Design fp_unpacker_flat, sky130hd; sources not shown.
### Metal 1, run 1

Scale: 3 px per um. Cells faint in the background.
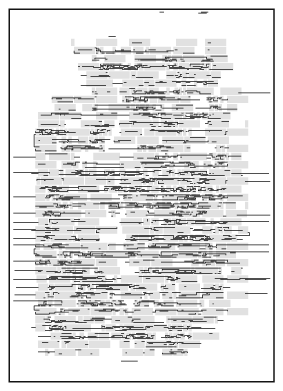
nets with wire on the layer	527
share of all routed wire	33%
main direction	horizontal
DR vias: 3413
met1 usage: 19.2%
Routed WL: 11400 um

### The metal 2 layer, run 1

Scale: 4 px per um.
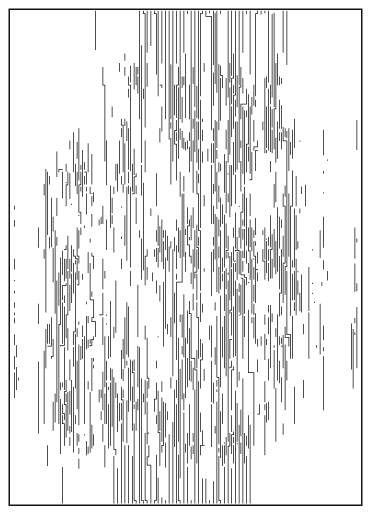
nets with wire on the layer	544
share of all routed wire	54%
main direction	vertical
wire length on this layer	6160 um
longest straight run	40.1 um
met2 usage: 39.6%

### Met3 routing, run 1

Scale: 2 px per um. Cells faint in the background.
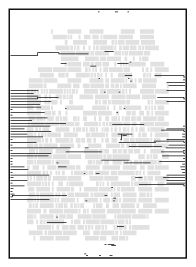
nets with wire on the layer	95
main direction	horizontal
wire length on this layer	886 um
met3 GRT Util: 7.60%

### Signal wires on met4, run 1

Scale: 2 px per um. Cells faint in the background.
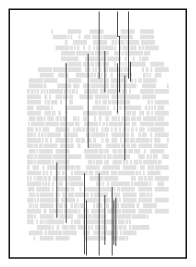
share of all routed wire	5.0%
wire length on this layer	570 um
longest straight run	79.6 um
main direction	vertical

==> metrics.cfg, run 1 <==
[clock_network]
ctsHoldBuffers=0
clockBufferDepth=2
clock-sinks=79
clk_pin_slew_ns=0.06
numCtsBuffers=9
cts_max_level=3
post_cts_buffers=0
cts_tree=yes
clk-insertion-delay-late_ns=0.33
root_buffer=clkbuf_16

[final_timing]
tns_ns=0
period_used_pct=97.1
tightest_slew_ns=0.553
rsz0062_at_grt=false
final.setup.worst_slack_ns=0.0547
relSlewSlack_pct=63.1
setup_violations=0
skew_ns=0.00437
fmax_mhz=542
period_minus_slack_ns=1.85
drv_slew=0
final_hold_viol_count=0

[die]
die_h_um=124
rows=39
die_w_um=87.8
top_level_ports=148
dieArea_sq_um=10900
fp_util_pct=40.9
core-area_sq_um=7560

[power]
comb_power_share_pct=28.1
seqPwrFrac_pct=38.4
vdd_ir_drop_max_mv=0.714
p_sw_share_pct=32.6
total_leakage_power_nw=2.14
p_sw_mw=1.54
p_int_mw=3.20
power.density_nw_per_um2=822
clkPwrFrac_pct=33.5

[synth]
ff_type=dfxtp_1
ys.flops=79
ys_seq_share_pct=51.2
topCellsByArea=dfxtp_1 51%, nand2_1 17%, a21oi_1 11%, nor4_1 2.8%, clkbuf_1 2.3%
common_cells=138 x nand2_1, 79 x dfxtp_1, 69 x a21oi_1, 19 x clkbuf_1, 14 x nor4_1
synthTopLogicFamily=simple AND/OR/NAND/NOR gates
netlist_area_sq_um=3090
yosysTopAreaCell=dfxtp_1
xor_area_share_pct=0.283
synth-edff-count=0
yosys_cells=394
mux_share_pct=0.324
ys_warn_count=0
syn_area_per_cell_sq_um=7.84
synthAoiAreaFrac_pct=16.3
yosys.area_share.adder_pct=0
yosys.area.top_type_share_pct=51.2
synth.distinct_cells=35
syn_inst=394
ys_chip_area_sq_um=3090
yosys.cell_count.top_type=nand2_1
synth-async-reset-ratio_pct=0
synthSimpleGateAreaFrac_pct=27.2

[global_routing]
grt_pass1_vias=3657
antenna_found_initial=0
grt_usage_pct=21.6
grt_start_max_net_pins=80
overflow=0
grt_pass1_wl_um=17700

[setup_path]
path_delay_family=buffers and inverters
required_ns=1.42
timing.reg2reg.setup_slack_ns=0.26
critPathKind=primary input to primary output
cp_slowest_cell=dlygate4sd2_1
path_buffers=2
critPathCaptureType=primary output
start_kind=primary input
crit_arrival_ns=1.37
cpPeakStageDelay_ns=0.41
reg2reg_depth=4
cp_cell_sequence=dlygate4sd2_1 > nor3b_4 > buf_12
crit_fanout=8
path_depth=3

[job]
drv_cap=0
warning_count=26

[final_layout]
area_delta_synth_final_pct=86.6
layout-drive-gt1-share_pct=20.6
nets=614
n_antenna_cell=0

[min_path]
hold_class=flip-flop to flip-flop
worstHoldPathCells=2

[routing]
viasPerCell=5.24
drtIter0Drc=215
drt_first_pass_iters=4
ant_nets=0
drc=0
wl_per_cell_um=17.5

[placement]
routabilityCongestion=0.798
portBuffers=143
hpwlAfterDp_um=8840
post-place-ws_ns=-0.274

[outcome]
status=completed

## run 1: tightest hold or removal path: cells and delay by family, from the launching register on
family             cells  cell delay [ns]
and+or+nand+nor        1             0.06
AOI/OAI and AO/OA      1             0.05
DFF                    1             0.32
## run 1: placed cells by master, fill, tap and decap left out, drive strengths merged, types with 4 or more instances in the layout
cell type	Yosys	routed
o31a	4	4
clkdlybuf4s50	0	67
dfxtp	79	79
conb	1	4
a21oi	69	69
nand2	138	138
buf	10	97
nor3	5	5
nor2	10	10
nor4	14	14
clkbuf	19	16
nand4	6	6
## run 1: through the flow
step	util, %	instances	hold WS [ns]	cell area, sq um	total power, mW
5_1_grt	76.2	651	0.504	5770	4.88
2_1_floorplan	-	397	0.449	3120	2.57
6_report	76.2	651	0.485	5770	4.74
3_5_place_dp	72.7	635	0.475	5500	3.19
4_1_cts	76.2	651	0.483	5770	4.77
3_3_place_gp	72.7	635	0.460	5500	3.16
## run 1: layout make-up
class / count / area, sq um
Timing Repair Buffer: 165 / 2360
Fill cell: 511 / 1800
Sequential cell: 79 / 1590
Multi-Input combinational cell: 288 / 1420
Clock buffer: 16 / 272
Tap cell: 102 / 128
Inverter: 1 / 3.75
## run 1: layer usage
layer	vias up	track usage, %	share of wire, %
li1	1642	-	-
met1	1602	19.2	33
met2	131	39.6	54
met3	38	7.60	7.8
met4	0	14.5	5.0
met5	-	0	0
## run 1: what timing repair did
item / CTS / global route
hold endpoints to repair: 0 / 0
setup endpoints to repair: 1 / 0
gates resized: 1 / 0
## run 1: power by group through the flow
stage / Clock, mW / Combinational (mW) / Sequential (mW)
6_report: 1.59 / 1.33 / 1.82
5_1_grt: 1.67 / 1.38 / 1.83
4_1_cts: 1.62 / 1.34 / 1.82
3_5_place_dp: 0 / 1.33 / 1.85
3_3_place_gp: 0 / 1.31 / 1.85
2_1_floorplan: 0 / 0.236 / 2.34
## run 1: kinds of logic after synthesis
logic type,count (synthesis)
and+or+nand+nor,192
muxes,1
AOI/OAI and AO/OA,90
DFF,79
xor gates and xnor gates,1
other,1
buffers and inverters,30
### Congestion heat map, run 1

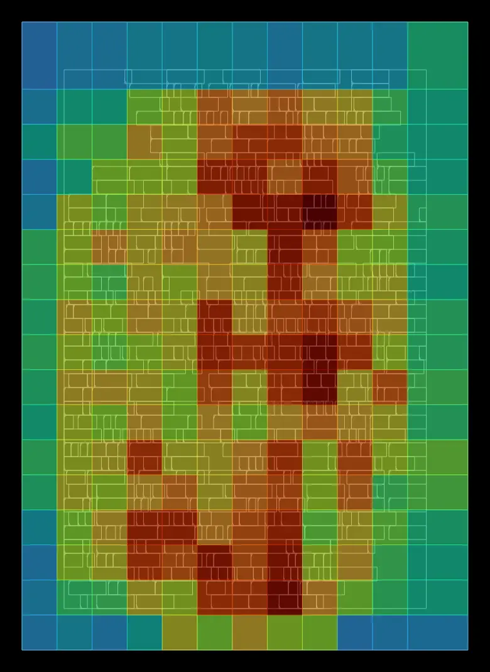

==> inputs of run 2 (changes only) <==
--- a/config.mk
+++ b/config.mk
@@ -8,9 +8,9 @@
 export CORE_ASPECT_RATIO = 1.5
 export CORE_MARGIN = 8
 export CORE_UTILIZATION = 40
+export CTS_BUF_LIST = sky130_fd_sc_hd__clkbuf_4 sky130_fd_sc_hd__clkbuf_8
 export CTS_CLUSTER_DIAMETER = 80
 export DETAILED_ROUTE_END_ITERATION = 8
-export GPL_ROUTABILITY_DRIVEN = 1
 export PLACE_DENSITY = 0.89
 export SLEW_MARGIN = 25
 export SYNTH_ARGS = -nofsm -noshare
### Congestion heat map, run 2

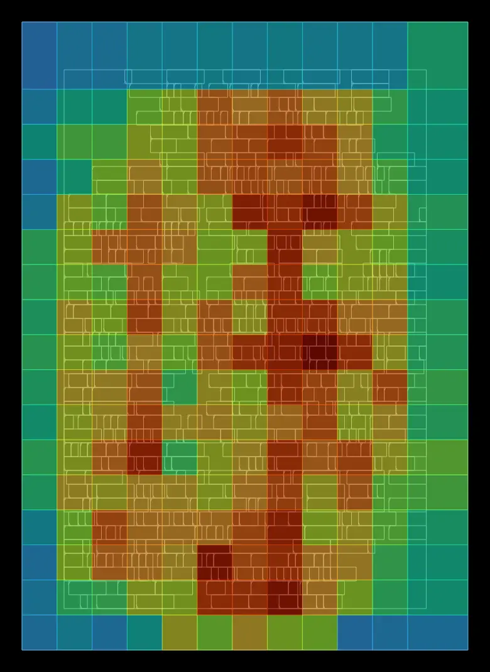
met1 usage: 19.5%
met3 GRT Util: 8.52%
Core Util, Final: 75.1%
met2 usage: 38.5%

==> run 2 against run 1 <==
- fmax rose by 1.2%
- critical endpoint unchanged
- highest routed layer unchanged
- worst hold slack improved by 0.0013 ns
- global-route usage fell by 0.18 points
- synthesized cell count did not move
- power fell by 8.3%
- cell count did not move
- sequential cell count did not move
- register-to-register slack barely moved
==> metrics.cfg, run 2 <==
[outcome]
status=completed

[setup_path]
path_buffers=2  ; unchanged
path_delay_family=buffers and inverters
reg2reg_depth=4  ; unchanged
critPathCaptureType=primary output
path_depth=3  ; unchanged
timing.reg2reg.setup_slack_ns=0.25  ; about the same
required_ns=1.42  ; about the same
crit_arrival_ns=1.35  ; -0.02 ns
cp_cell_sequence=dlygate4sd2_1 > nor3b_4 > buf_12
start_kind=primary input
cp_slowest_cell=dlygate4sd2_1

[synth]
synth-edff-count=0  ; unchanged
syn_area_per_cell_sq_um=7.84  ; unchanged
netlist_area_sq_um=3090  ; unchanged
ys.flops=79  ; unchanged
yosys.area_share.adder_pct=0  ; unchanged
yosys.area.top_type_share_pct=51.2  ; unchanged
synth.distinct_cells=35  ; unchanged
synth-async-reset-ratio_pct=0  ; unchanged
synthSimpleGateAreaFrac_pct=27.2  ; unchanged
yosys_cells=394  ; unchanged
ff_type=dfxtp_1
yosys.cell_count.top_type=nand2_1
common_cells=138 x nand2_1, 79 x dfxtp_1, 69 x a21oi_1, 19 x clkbuf_1, 14 x nor4_1
xor_area_share_pct=0.283  ; unchanged

[clock_network]
clk-insertion-delay-late_ns=0.36  ; +0.03 ns
numCtsBuffers=9  ; unchanged
cts_max_level=3  ; unchanged
root_buffer=clkbuf_8
clockBufferDepth=2  ; unchanged
clock-sinks=79  ; unchanged
ctsHoldBuffers=0  ; unchanged
clk_pin_slew_ns=0.08  ; +0.02 ns

[final_layout]
n_antenna_cell=0  ; unchanged
fin_area_sq_um=5680  ; -1.4%
nets=614  ; unchanged
layout-drive-gt1-share_pct=21.5  ; +0.91 points
final_cell_mix=138 x nand2_1, 77 x dfxtp_1, 76 x buf_12

[routing]
ant_nets=0  ; unchanged
wl_per_cell_um=17.3  ; -1.1%
viasPerCell=5.20  ; -0.85%
drc=0  ; unchanged

[final_timing]
period_used_pct=96.0  ; -1.1 points
fmax_mhz=548  ; +1.2%
rsz0062_at_grt=false
drv_slew=0  ; unchanged

[die]
die_h_um=124  ; unchanged
die_w_um=87.8  ; unchanged
core-area_sq_um=7560  ; unchanged
rows=39  ; unchanged

[power]
total_leakage_power_nw=2.11  ; -1.4%
power.density_nw_per_um2=765  ; -7.0%

[min_path]
worstHoldPathCells=3  ; +1

[placement]
dp.cells=635  ; unchanged
placedInstanceArea_sq_um=5500  ; unchanged
portBuffers=143  ; unchanged

[job]
warning_count=26  ; unchanged
drv_cap=0  ; unchanged

[global_routing]
grt_usage_pct=21.4  ; -0.18 points

### Metal 1, run 2

Scale: 3 px per um. Cells faint in the background.
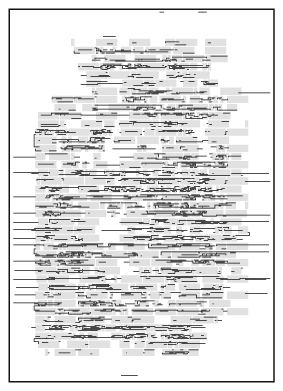
share of all routed wire	33%
longest straight run	35.9 um
wire length on this layer	3690 um
main direction	horizontal
nets with wire on the layer	525
DR vias: 3384
Routed WL: 11300 um

run 2: cell counts in the layout (fill, tap and decap cells not counted):
Identical to the previous run, type by type.
run 2: where the power goes:
| group | internal (mW) | switching (mW) |
|---|---|---|
| Clock | 0.622 | 0.577 |
| Combinational | 0.506 | 0.826 |
| Sequential | 1.73 | 0.0864 |
| Total | 2.86 | 1.49 |
run 2: per-layer routing:
metal,up-vias,routed length (um)
li1,1640,-
met2,140,6160
met5,-,0
met1,1571,3690
met4,0,470
met3,33,964
run 2: worst min-delay path: cells and delay by family:
family	cells	cell delay, ns
AOI/OAI and AO/OA	1	0.07
and+or+nand+nor	1	0.13
buffers and inverters	1	0.13
run 2: layout make-up:
cell class              instances  area [sq um]  area share (%)
flip-flops and latches         79          1590            27.9
well taps                     102           128            2.25
inverters                       1          3.75          0.0661
multi-input cells             288          1420            25.0
repair buffers                165          2360            41.5
clock buffers                  16           189            3.32
run 2: what timing repair did:
action,4_1_cts,5_1_grt
gates resized,1,0
setup endpoints to repair,1,0
endpoints found under the hold margin,0,0
run 2: stage by stage:
stage	util [%]	hold WS [ns]	TNS [ns]	power, mW	setup WS (ns)
after floorplan	-	0.449	0	2.57	0.0200
after global placement	72.7	0.460	-8.87	3.16	-0.174
after detailed placement	72.7	0.475	-15.04	3.19	-0.274
after CTS	75.1	0.449	0	4.39	0.0749
after global routing	75.1	0.460	0	4.50	0.0252
final	75.1	0.487	0	4.35	0.0764
run 2: cells by family (layout without fill, tap and decap cells):
| group | count (synthesis) | after routing |
|---|---|---|
| and+or+nand+nor | 192 | 192 |
| AOI/OAI and AO/OA | 90 | 90 |
| DFF | 79 | 79 |
| buffers and inverters | 30 | 182 |
| other | 1 | 4 |
| xor gates and xnor gates | 1 | 1 |
| muxes | 1 | 1 |
Power is estimated from default activity; no workload was simulated.
